### src/rtl/imm_compress.sv
// imm_compress: packs a 32-bit value into a 16-bit immediate under an EOp code, with a 2-entry
// output FIFO and saturating stats. Optional macro AUTO_SEL_EN picks the first fitting EOp.
package imm_compress_pkg;

    localparam int unsigned DATA_W = 32;
    localparam int unsigned IMM_W  = 16;
    localparam int unsigned EOP_W  = 2;

    typedef struct packed {
        logic [IMM_W-1:0] imm;
        logic [EOP_W-1:0] eop;
        logic             fit;
    } result_t;

endpackage

module imm_compress
    import imm_compress_pkg::*;
#(
    parameter int unsigned CNT_W = 16
) (
    input  logic              clk,
    input  logic              reset_n,
    input  logic              in_valid,
    output logic              in_ready,
    input  logic [31:0]       in_data,
    input  logic [1:0]        in_eop,
    output logic              out_valid,
    input  logic              out_ready,
    output logic [15:0]       out_imm,
    output logic [1:0]        out_eop,
    output logic              out_fit,
    input  logic              stat_clr,
    output logic [CNT_W-1:0]  in_cnt,
    output logic [CNT_W-1:0]  miss_cnt
);

    typedef enum logic [1:0] {
        EMPTY = 2'b00,
        ONE   = 2'b01,
        FULL  = 2'b10
    } state_t;

    // Exact-representability test for one encoding.
    function automatic logic fits(input logic [DATA_W-1:0] d, input logic [EOP_W-1:0] eop);
        logic f;
        case (eop)
            2'b00:   f = (&d[31:15]) | ~(|d[31:15]);
            2'b01:   f = ~(|d[31:16]);
            2'b10:   f = ~(|d[15:0]);
            default: f = ~(|d[1:0]) & ((&d[31:17]) | ~(|d[31:17]));
        endcase
        return f;
    endfunction

    function automatic logic [IMM_W-1:0] imm_of(input logic [DATA_W-1:0] d,
                                               input logic [EOP_W-1:0] eop);
        logic [IMM_W-1:0] m;
        case (eop)
            2'b00, 2'b01: m = d[15:0];
            2'b10:        m = d[31:16];
            default:      m = d[17:2];
        endcase
        return m;
    endfunction

    state_t  state, state_nxt;
    result_t res_c;
    result_t head_q, tail_q;
    logic    accept_c, pop_c;
    logic    load_head_in_c, load_head_tail_c, load_tail_c;

`ifdef AUTO_SEL_EN
    logic unused_eop;
    assign unused_eop = ^in_eop;

    // Lowest-numbered fitting encoding wins; fall back to truncated sign form.
    always_comb begin
        res_c = '{imm: in_data[15:0], eop: 2'b00, fit: 1'b0};
        if (fits(in_data, 2'b00))
            res_c = '{imm: imm_of(in_data, 2'b00), eop: 2'b00, fit: 1'b1};
        else if (fits(in_data, 2'b01))
            res_c = '{imm: imm_of(in_data, 2'b01), eop: 2'b01, fit: 1'b1};
        else if (fits(in_data, 2'b10))
            res_c = '{imm: imm_of(in_data, 2'b10), eop: 2'b10, fit: 1'b1};
        else if (fits(in_data, 2'b11))
            res_c = '{imm: imm_of(in_data, 2'b11), eop: 2'b11, fit: 1'b1};
    end
`else
    always_comb begin
        res_c = '{imm: imm_of(in_data, in_eop), eop: in_eop, fit: fits(in_data, in_eop)};
    end
`endif

    assign accept_c = in_valid & in_ready;
    assign pop_c    = out_valid & out_ready;

    // FIFO control: head feeds out_*, tail holds the second entry when FULL.
    always_comb begin
        state_nxt        = state;
        load_head_in_c   = 1'b0;
        load_head_tail_c = 1'b0;
        load_tail_c      = 1'b0;
        case (state)
            EMPTY: begin
                if (accept_c) begin
                    state_nxt      = ONE;
                    load_head_in_c = 1'b1;
                end
            end
            ONE: begin
                if (accept_c && !pop_c) begin
                    state_nxt   = FULL;
                    load_tail_c = 1'b1;
                end else if (pop_c && !accept_c) begin
                    state_nxt = EMPTY;
                end else if (accept_c && pop_c) begin
                    load_head_in_c = 1'b1;
                end
            end
            FULL: begin
                if (pop_c) begin
                    state_nxt        = ONE;
                    load_head_tail_c = 1'b1;
                end
            end
            default: state_nxt = EMPTY;
        endcase
    end

    always_ff @(posedge clk or negedge reset_n) begin
        if (!reset_n) begin
            state     <= EMPTY;
            in_ready  <= 1'b1;
            out_valid <= 1'b0;
        end else begin
            state     <= state_nxt;
            in_ready  <= (state_nxt != FULL);
            out_valid <= (state_nxt != EMPTY);
        end
    end

    always_ff @(posedge clk or negedge reset_n) begin
        if (!reset_n) begin
            head_q <= '0;
            tail_q <= '0;
        end else begin
            if (load_head_in_c)
                head_q <= res_c;
            else if (load_head_tail_c)
                head_q <= tail_q;
            if (load_tail_c)
                tail_q <= res_c;
        end
    end

    assign out_imm = head_q.imm;
    assign out_eop = head_q.eop;
    assign out_fit = head_q.fit;

    // Saturating statistics; clear beats a same-cycle increment.
    always_ff @(posedge clk or negedge reset_n) begin
        if (!reset_n) begin
            in_cnt   <= '0;
            miss_cnt <= '0;
        end else if (stat_clr) begin
            in_cnt   <= '0;
            miss_cnt <= '0;
        end else if (accept_c) begin
            if (in_cnt != {CNT_W{1'b1}})
                in_cnt <= in_cnt + CNT_W'(1);
            if (!res_c.fit && (miss_cnt != {CNT_W{1'b1}}))
                miss_cnt <= miss_cnt + CNT_W'(1);
        end
    end

endmodule

### config.mk
export PLATFORM = sky130hd
export DESIGN_NAME = imm_compress
export DESIGN_NICKNAME = d
export VERILOG_FILES = /design/src/rtl/imm_compress.sv
export SDC_FILE = /design/constraint.sdc
export NUM_CORES = 1
export LEC_CHECK = 0
export CAP_MARGIN = 25
export CORE_MARGIN = 5
export CORE_UTILIZATION = 45
export DETAILED_ROUTE_END_ITERATION = 8
export GPL_ROUTABILITY_DRIVEN = 0
export MAX_ROUTING_LAYER = met4
export PLACE_DENSITY = 0.73
export SYNTH_ARGS = -nofsm -noshare
export SYNTH_HDL_FRONTEND = slang
export SYNTH_SLANG_ARGS = --single-unit
### constraint.sdc
create_clock -name clk -period 3.15 [get_ports clk]
set_clock_uncertainty 0.2 [all_clocks]
set_input_delay 0.63 -clock clk [delete_from_list [all_inputs] [get_ports clk]]
set_output_delay 0.63 -clock clk [all_outputs]
set_load 0.05 [all_outputs]
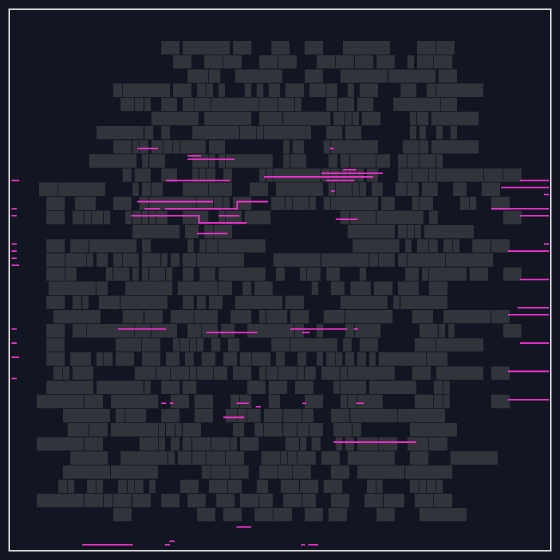
Run 1: signal wires on met3
Cells faint in the background.
- main direction: horizontal
- share of all routed wire: 3.0%

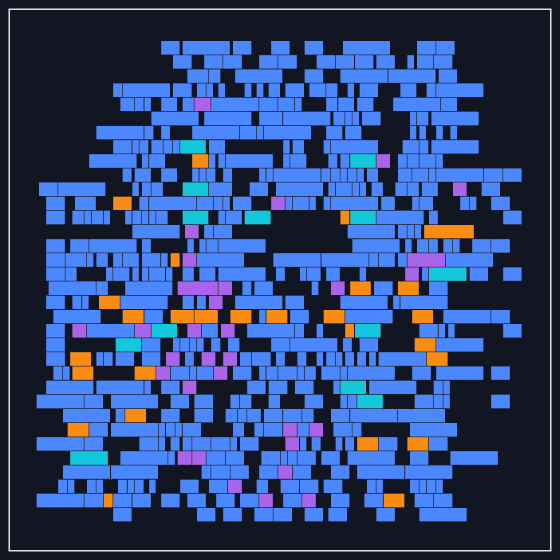
Run 1: cell sizes after repair
- _6 and larger: cyan (cells 13; share 2.5%)
- _3 and _4 cells: purple (cells 31; share 5.9%)
- _2 cells: orange (cells 27; share 5.1%)
- _0 and _1 cells: blue (cells 455; share 87%)

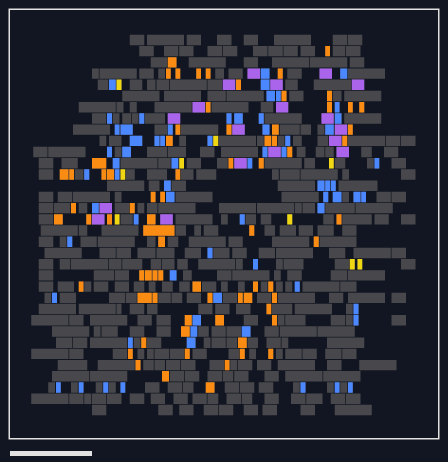
Run 1: gate-type map
Bar = 20 um.
- NAND gates: blue (cells 67)
- XOR/XNOR gates: purple (cells 18)
- NOR gates: orange (cells 73)
- inverters: yellow (cells 9)

==> flow.log, run 1 <==
[flow] collecting metrics
INFO  metric result_of_the_run = finished clean
INFO  metric routed_via_density = approximately 5.5
INFO  metric edf_count = 0
INFO  metric layout.cells.largest_class = logic gates
INFO  metric vias = roughly 3500
INFO  metric vias_in_the_first_global_route = approximately 3500
INFO  metric p_leak = 2.28 nW
INFO  metric finalNetCount = ~560
INFO  metric n_antenna_cell = 0
INFO  metric ctsLongestPathBuffers = 2
INFO  metric final_antenna_net_count = 0
INFO  metric finalMaxSlewViolations = 0
INFO  metric worst_path_largest_cell_delay = 0.48 ns
INFO  metric area.combinational = 2000 um^2
INFO  metric warning_count = 26
INFO  metric met1_length = between 4000 and 5000 um
INFO  metric worst_margin_pin_slew = between 0.5 and 0.6 ns
INFO  metric final_layout_size_suffix_gt1_share = between 10 and 15%
INFO  metric number_of_top_level_pins = a little over 90
INFO  metric ys_seq_share = 46.8%
INFO  metric power.largest_group = combinational cells
INFO  metric worstReg2RegStart = miss_cnt[0]
INFO  metric routedWlPerCell = between 15 and 20 um
INFO  metric worst_setup_path_startpoint = in_eop[1]
INFO  metric crit_share_post_route = 92.0%
INFO  metric num-nonclk-buffers = approximately 120
INFO  metric syn_avg_cell_area = slightly below 10 um^2
INFO  metric path_class = input port to register
INFO  metric unrepaired_setup_endpoints_after_global_routing = false
INFO  metric ys_sh_adder = less than 1%
INFO  metric bufAreaShareNonClock = a little over a fifth
INFO  metric worstPathArrival = a little under 3 ns
INFO  metric combinationalPowerShare = between 40% and 50%
INFO  metric synthesized_flop_and_latch_total = approximately 74
INFO  metric synth.lib_cells_used.distinct = roughly 50
INFO  metric die-area = about 11000 um^2
INFO  metric fin_hold_ws = ~0.28 ns
INFO  metric synthesis_area_per_yosys = between 3000 and 4000 um^2
INFO  metric critical_path.most_common_cell = sky130_fd_sc_hd__buf_4
INFO  metric power.share.sequential = between 30% and 40%
INFO  metric finalInstanceArea = roughly 5400 um^2
INFO  metric ys_async_sr_fraction = 100%
INFO  metric routed_met3_length = 298 um
INFO  metric min_from = out_imm[12]
INFO  metric clkSinkCount = approximately 74
INFO  metric power.clock.total = between 0.6 and 0.7 mW
INFO  metric comb-cell-share = between 30 and 40%
-- run 1: worst reg2reg max path, cell delays in order, from the launching register on --
cell	delay, ns
sky130_fd_sc_hd__dfrtp_1	0.43
sky130_fd_sc_hd__ha_1	0.26
sky130_fd_sc_hd__nand3_1	0.09
sky130_fd_sc_hd__nor3_2	0.09
sky130_fd_sc_hd__a41o_1	0.27
sky130_fd_sc_hd__buf_4	0.15
sky130_fd_sc_hd__nor4_4	0.41
sky130_fd_sc_hd__or4b_1	0.48
sky130_fd_sc_hd__a21oi_1	0.16
-- run 1: registers in the layout, indices dropped and copies added, names as in the netlist --
signal and count:
tail_q 19, in_cnt 16, miss_cnt 16, out_imm 16
out_eop 2, state 2, in_ready 1, out_fit 1
out_valid 1
==> inputs of run 2 (changes only) <==
- CORE_UTILIZATION: 45 -> 50
- PLACE_DENSITY: 0.73 -> 0.8
==> flow.log, run 2 <==
[flow] collecting metrics
INFO  metric warning_count = 26
INFO  metric worstPathArrival = a little over 3 ns
INFO  metric worst_path_largest_cell_delay = ~0.63 ns
INFO  metric cts_hold_buffers = 0
INFO  metric finalNetCount = 558
INFO  metric unrepaired_setup_endpoints_after_global_routing = false
INFO  metric result_of_the_run = finished clean
INFO  metric timing.critical_path.buf_inv = 2
INFO  metric number_of_top_level_pins = 92
INFO  metric synthesis_area_per_yosys = around 4000 um^2
INFO  metric synthesized_flop_and_latch_total = approximately 74
INFO  metric fin_hold_ws = 0.104 ns
INFO  metric final_layout_size_suffix_gt1_share = approximately an eighth
INFO  metric max_ffs_per_register = 19
INFO  metric clkSinkCount = 74
INFO  metric maxSlewHeadroom = a little over half
INFO  metric layout.cells.largest_class = logic gates
INFO  metric ys_seq_share = a little under half
INFO  metric ys_sh_adder = 0.632%
INFO  metric comb_cells = slightly above 300
INFO  metric routed_via_density = ~5.7
INFO  metric vias_in_the_first_global_route = 3464
INFO  metric n_antenna_cell = 0
INFO  metric syn-num-nets = 451
INFO  metric ys_async_sr_fraction = 100%
INFO  metric die-area = a little under 10000 um^2
INFO  metric synth.cellmix.xorXnorShare = a little under 4%
INFO  metric cp_capture_type = register
INFO  metric inverters = 9
INFO  metric finalMaxSlewViolations = 0
INFO  metric worst_margin_pin_slew = a little under 0.7 ns
INFO  metric sequential_cell_area = roughly 1900 um^2
INFO  metric final_antenna_net_count = 0
INFO  metric comb-cell-share = a little under two fifths
INFO  metric ctsLongestPathBuffers = 2
INFO  metric clkbuf_count = 10
INFO  metric design_power_total = a little under 4 mW
INFO  metric synth.lib_cells_used.distinct = ~50
INFO  metric grt_usage = 21.5%
INFO  metric flow.area_growth_from_synthesis = 35.5%
INFO  metric top_register = tail_q
INFO  metric area.share.sequential = about a third
INFO  metric most_common_cell = sky130_fd_sc_hd__dfrtp_1
INFO  metric crit_share_post_route = 94.9%
INFO  metric drc_errors = 0
INFO  metric finalInstanceArea = around 5400 um^2
INFO  metric num-nonclk-buffers = roughly 120
INFO  metric area.combinational = 2000 um^2
INFO  metric bufAreaShareNonClock = 20.7%
INFO  metric syn_avg_cell_area = ~9.7 um^2
INFO  metric vias = 3538
INFO  metric edf_count = 0
INFO  metric path_class = input port to register
INFO  metric p_leak = ~2.3 nW
[run 2: final timing paths]
kind	slack (ns)	to	start	depth (start not counted)
worst max-delay path	0.16	miss_cnt[14]	in_eop[1]	8
worst min-delay path	0.10	out_imm[8]	reset_n	2
worst max register to register	0.53	miss_cnt[14]	miss_cnt[0]	8
worst min register to register	0.28	out_imm[2]	out_imm[2]	2
max in group asynchronous	2.30	in_ready	reset_n	2
min in group clk	0.28	out_imm[2]	out_imm[2]	2
[run 2: routing by layer]
metal,vias up,wire [um],GRT usage (%)
met2,112,5330,36.2
met1,1720,4370,27.0
met5,-,0,-
met4,0,148,5.88
met3,20,406,3.33
li1,1686,-,-
[run 2: where the power goes]
part	internal (mW)	switching [mW]
combinational	0.647	0.993
sequential	1.23	0.172
clock	0.542	0.342
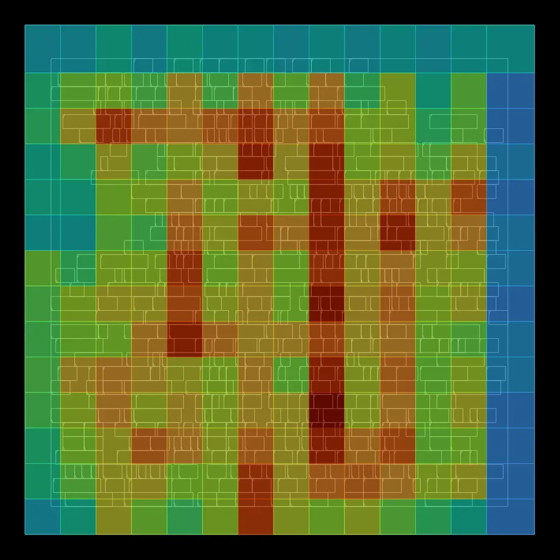
Run 2: congestion heat map
met3 routing resource usage after global routing: 3.33%
routed wire length per instance: 16.5 um
fraction of the core area covered by cells at the end of the flow: 69.4%
met2 Track Usage GR: 36.2%
busiest grt layer: met2

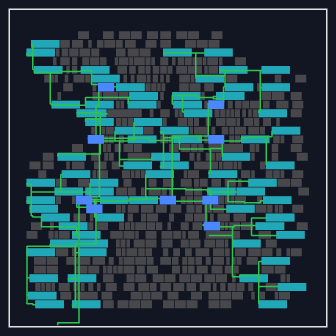
Run 2: clock wires, drivers and flops
- clock wires: green (length 877 um)
- flip-flops: cyan (count 74)
- clock drivers: blue (count 9)
- routed clock nets: 10
- flops lie: all over the die

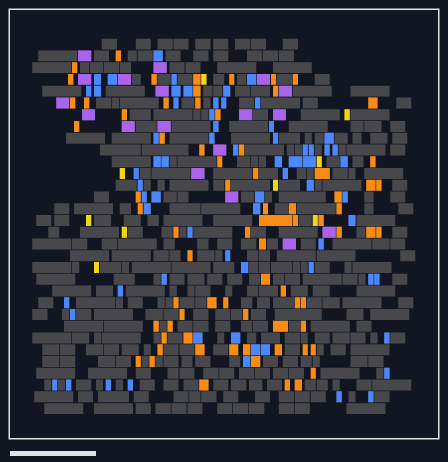
Run 2: gate-type map
Bar = 20 um.
- inverters: yellow (cells 9)
- NAND gates: blue (cells 67)
- XOR/XNOR gates: purple (cells 18)
- NOR gates: orange (cells 73)

==> inputs of run 3 (changes only) <==
- GPL_ROUTABILITY_DRIVEN: 0 -> unset
- GPL_TIMING_DRIVEN: unset -> 0
==> flow.log, run 3 <==
[flow] collecting metrics
INFO  metric timing.rr.end = out_imm[12]
INFO  metric edf_count = 0
INFO  metric timing.critical_path.buf_inv = 2
INFO  metric drc_errors = 0
INFO  metric result_of_the_run = finished clean
INFO  metric fin_hold_ws = 0.279 ns
INFO  metric hold_depth = 2
INFO  metric worst_setup_path_startpoint = in_eop[1]
INFO  metric worstPathArrival = slightly below 3 ns
INFO  metric routed_via_density = roughly 5.6
INFO  metric p_leak = 2.19 nW
INFO  metric synthesized_flop_and_latch_total = ~74
INFO  metric finalNetCount = around 560
INFO  metric number_of_top_level_pins = 92
INFO  metric warning_count = 26
INFO  metric n_antenna_cell = 0
INFO  metric grt_usage = between 20 and 25%
INFO  metric power_report.internal_total = 2.26 mW
INFO  metric syn-num-nets = between 400 and 500
INFO  metric switching_share = 40.5%
INFO  metric busiest_grt_layer = met2
INFO  metric ctsLongestPathBuffers = 2
INFO  metric top_register = tail_q
INFO  metric synth.lib_cells_used.distinct = about 50
INFO  metric clkSinkCount = approximately 74
INFO  metric p_seq = 1.39 mW
INFO  metric ys_sh_adder = less than 1%
INFO  metric finalInstanceArea = 5240 um^2
INFO  metric ys_seq_share = 46.8%
INFO  metric worstReg2RegStart = in_ready
INFO  metric power.largest_group = combinational cells
INFO  metric power.clock.total = around 0.76 mW
INFO  metric combinationalPowerShare = between 40% and 50%
INFO  metric worst_path_largest_cell_delay = about 0.53 ns
INFO  metric power.share.sequential = a little over a third
INFO  metric max_ffs_per_register = 19
INFO  metric die-area = a little under 10000 um^2
INFO  metric routedWlPerCell = between 15 and 20 um
[run 3: netlist changes by cell type in the layout (fill, tap and decap cells not counted), sizes merged]
cell / previous run / this run
buf: 27 / 6
clkbuf: 10 / 29
bufinv: 3 / 1
clkinvlp: 1 / 2
dlygate4sd3: 0 / 1
[run 3: layout make-up]
| type | instances | area (um^2) |
|---|---|---|
| clock inverter | 4 | 50.0 |
| multi-input combinational | 306 | 1990 |
| sequential | 74 | 1850 |
| fill | 616 | 2490 |
| clock buffer | 12 | 155 |
| tap | 102 | 128 |
| timing repair buffer | 93 | 946 |
| inverter | 9 | 33.8 |
| buffer | 21 | 86.3 |
[run 3: timing repair]
item                      in CTS  in global routing
hold buffers                   1                  0
setup buffers                  0                  0
hold endpoints to repair      12                  0
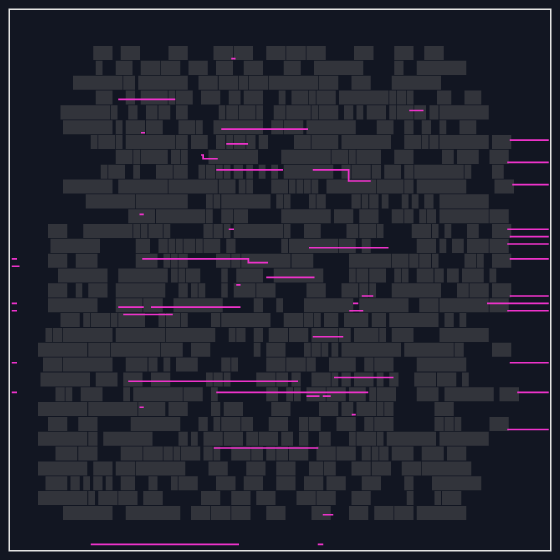
Run 3: signal wires on met3
Cells faint in the background.
- wire length on this layer: 366 um
- share of all routed wire: 3.4%
- nets with wire on the layer: 39
- longest straight run: 30.8 um

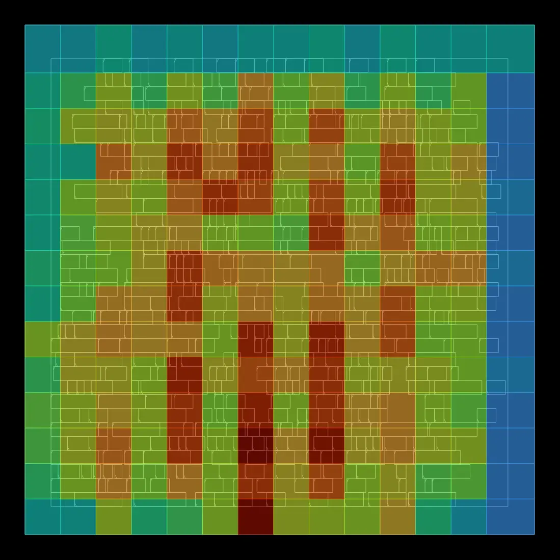
Run 3: congestion heat map
met3 routing resource usage after global routing: 2.62%
fraction of the core area covered by cells at the end of the flow: 67.8%

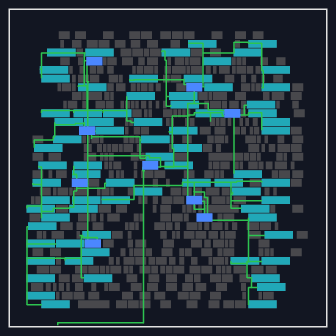
Run 3: clock wires, drivers and flops
- clock wires: green (length 885 um)
- clock drivers: blue (count 9)
- flip-flops: cyan (count 74)
- flops lie: all over the die

No activity file was given, so power comes from the tool's default toggle rates.
